==> config.mk <==
export PLATFORM = sky130hd
export DESIGN_NAME = mem_arbiter
export DESIGN_NICKNAME = d
export VERILOG_FILES = /design/src/rtl/tiny16_pkg.sv /design/src/rtl/rr_pick.sv /design/src/rtl/mem_arbiter.sv
export SDC_FILE = /design/constraint.sdc
export NUM_CORES = 1
export LEC_CHECK = 0
export ABC_AREA = 0
export CORE_MARGIN = 3
export CORE_UTILIZATION = 30
export CTS_CLUSTER_DIAMETER = 200
export CTS_CLUSTER_SIZE = 16
export DETAILED_ROUTE_END_ITERATION = 8
export GPL_ROUTABILITY_DRIVEN = 0
export GPL_TIMING_DRIVEN = 0
export PLACE_DENSITY = 0.95
export RECOVER_POWER = 50
export SLEW_MARGIN = 0
export SYNTH_ARGS = -nofsm -noshare
export SYNTH_HDL_FRONTEND = slang
export SYNTH_SLANG_ARGS = --single-unit
==> constraint.sdc <==
create_clock -name clk -period 5.8 [get_ports clk]
set_clock_uncertainty 0.1 [all_clocks]
set_input_delay 0.87 -clock clk [delete_from_list [all_inputs] [get_ports clk]]
set_output_delay 0.87 -clock clk [all_outputs]
set_load 0.01 [all_outputs]
clock_nets.png
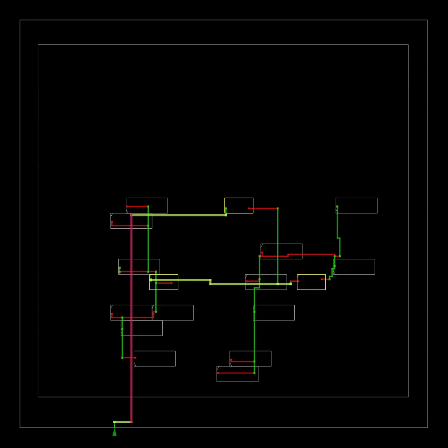
number of CTS-inserted buffers: 3
worst skew pair latency: 0.25 ns
clock network power: 0.0796 mW

pinout.png
Scale: 4 px per um. Pins as bars across the die edge, other pins in gray.
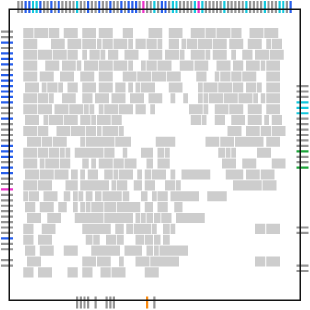
owner -> magenta  # pins 3, direction output, edge 2 top, 1 left
wdata -> blue  # pins 32, direction input, edge 17 left, 15 top
mem_en -> orange  # pins 1, direction output, edge bottom
mem_addr -> cyan  # pins 16, direction output, edge 13 top, 3 right
lock -> green  # pins 2, direction input, edge right
die span in x: 72.40 um
Die Ht: 72.40 um
# port buffers: 129

clock_wires.png
Scale: 6 px per um.
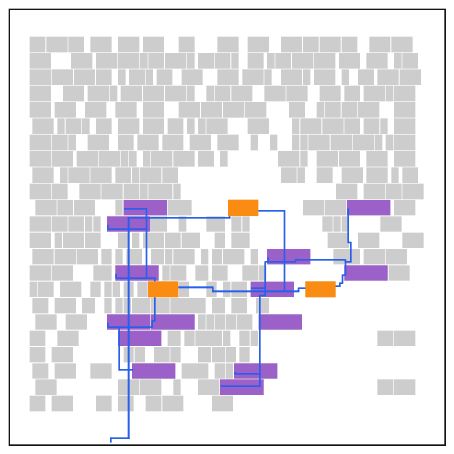
clock wires -> blue  # length 229 um
clock-net drivers -> orange  # count 3
flip-flops -> purple  # count 14
routed clock nets = 4
clock share of power: 23.9%

==> impl_metrics.tcl <==
# collected from the flow reports
set metrics [dict create \
    status "complete, no violations" \
    timing_max_transition_violations_final 0 \
    comb_area_share_pct 29.42 \
    detail_route.first_pass.iterations 4 \
    route.vias.total 1906 \
    synthAoiAreaFrac_pct 32.92 \
    syn-instance-count 186 \
    clockBufferDepth 2 \
    io_pins 148 \
    cp_data_required_time_ns 4.83 \
    layout.cells.most_common_list "sky130_fd_sc_hd__clkdlybuf4s50_1, sky130_fd_sc_hd__nor2_1, sky130_fd_sc_hd__a22oi_1, sky130_fd_sc_hd__dlygate4sd3_1, sky130_fd_sc_hd__buf_4" \
    grt_setup_unrepaired "no" \
    largest_register_ffs 8 \
    routedLengthMet1_um 2132 \
    finalHoldViolCount 0 \
    post_synth_main_area_contributors "sky130_fd_sc_hd__dfxtp_1, sky130_fd_sc_hd__a22oi_1, sky130_fd_sc_hd__buf_4" \
    comb_area_um2 797.0 \
    cts.repair.resized 0 \
    totalPowerFinal_mw 0.3331 \
    placed_cells_incl_taps 366 \
    power_sequential_mw 0.102 \
    wirelength_um 5685 \
    design.seq.count 14 \
    number_of_global_route_vias_before_repair 1875 \
    top_area_cell_class "buffers" \
    synth.largest_area_cell "sky130_fd_sc_hd__dfxtp_1" \
    worstRegToRegCells 6 \
    power_report.internal_total_mw 0.2364 \
    drt-wirelength-per-cell_um 15.41 \
    timing.critical_path.cells "dlygate4sd3_1 -> a22oi_1 -> clkbuf_1 -> clkbuf_1 -> nor2_1 -> clkdlybuf4s50_1" \
    final-clk-cell-share_pct 1.524 \
    buffers_excl_clock 160 \
    globalRouteMet2Util_pct 35.69 \
    path_max_fanout 10 \
    dp_worst_setup_slack_ns 1.835 \
    synth-cells-yosys 186 \
    grt_pass1_wl_um 8631 \
    bufAreaShareNonClock_pct 55.15 \
    actual_transition_at_the_worst_max_transition_pin_ns 1.055 \
    grt.met1_usage_pct 23.61 \
    cell_area_after_technology_mapping_um2 1323 \
    fin_worst_hold_slack_ns 0.4157 \
    grt_antenna_before_repair 0 \
    synthMostInstantiatedCell "sky130_fd_sc_hd__nor2_1" \
    grt_start_max_net_pins 11 \
    irDropWorstVdd_uv 88.31 \
    power_combinational_mw 0.152 \
    flop_cell "sky130_fd_sc_hd__dfxtp_1" \
    switching_share_pct 29.04 \
    final_net_count 411 \
    yosys.area_share.simple_pct 24.50 \
    synth.cellmix.adderShare_pct 1.892 \
    seqCellArea_um2 280.3 \
    syn_to_final_growth_pct 104.8 \
    numSynthFlops 14 \
    slowest_delay_ns 0.58 \
    seqAreaFraction_pct 10.35 \
    yosysTopAreaCellShare_pct 21.19 \
    worstHoldPathCells 2 \
    cts_hold_repair.buffers 0 \
    coreArea_um2 4115 \
    synthesis_warnings 0 \
    post_synth_xor_area_fraction_pct 1.325 \
    final_area_um2 2709 \
    stdcell_count 369 \
    distinct_lib_cells 35 \
    place.detailed.hpwl_um 4691 \
    syn_area_per_cell_um2 7.110 \
    startpoint_type "input pin" \
    topCombFamilyByArea "AND-OR/OR-AND gates" \
    rrSetupSlack_ns 3.46 \
    yosys_chip_area_um2 1323 \
    via_per_inst 5.165 \
    maxPowerGroup "combinational logic" \
    cts.sink_count 14 \
    critPathArrivalTime_ns 3.08 \
    power.leakage_nw 0.9641 \
    inverters 9 \
    mux_area_share_pct 0 \
    wire_length_on_met3_um 516 \
    grt-busiest-layer "met2" \
    post-cts-setup-buffer-count 0 \
]
Power and IR drop assume default switching activity.
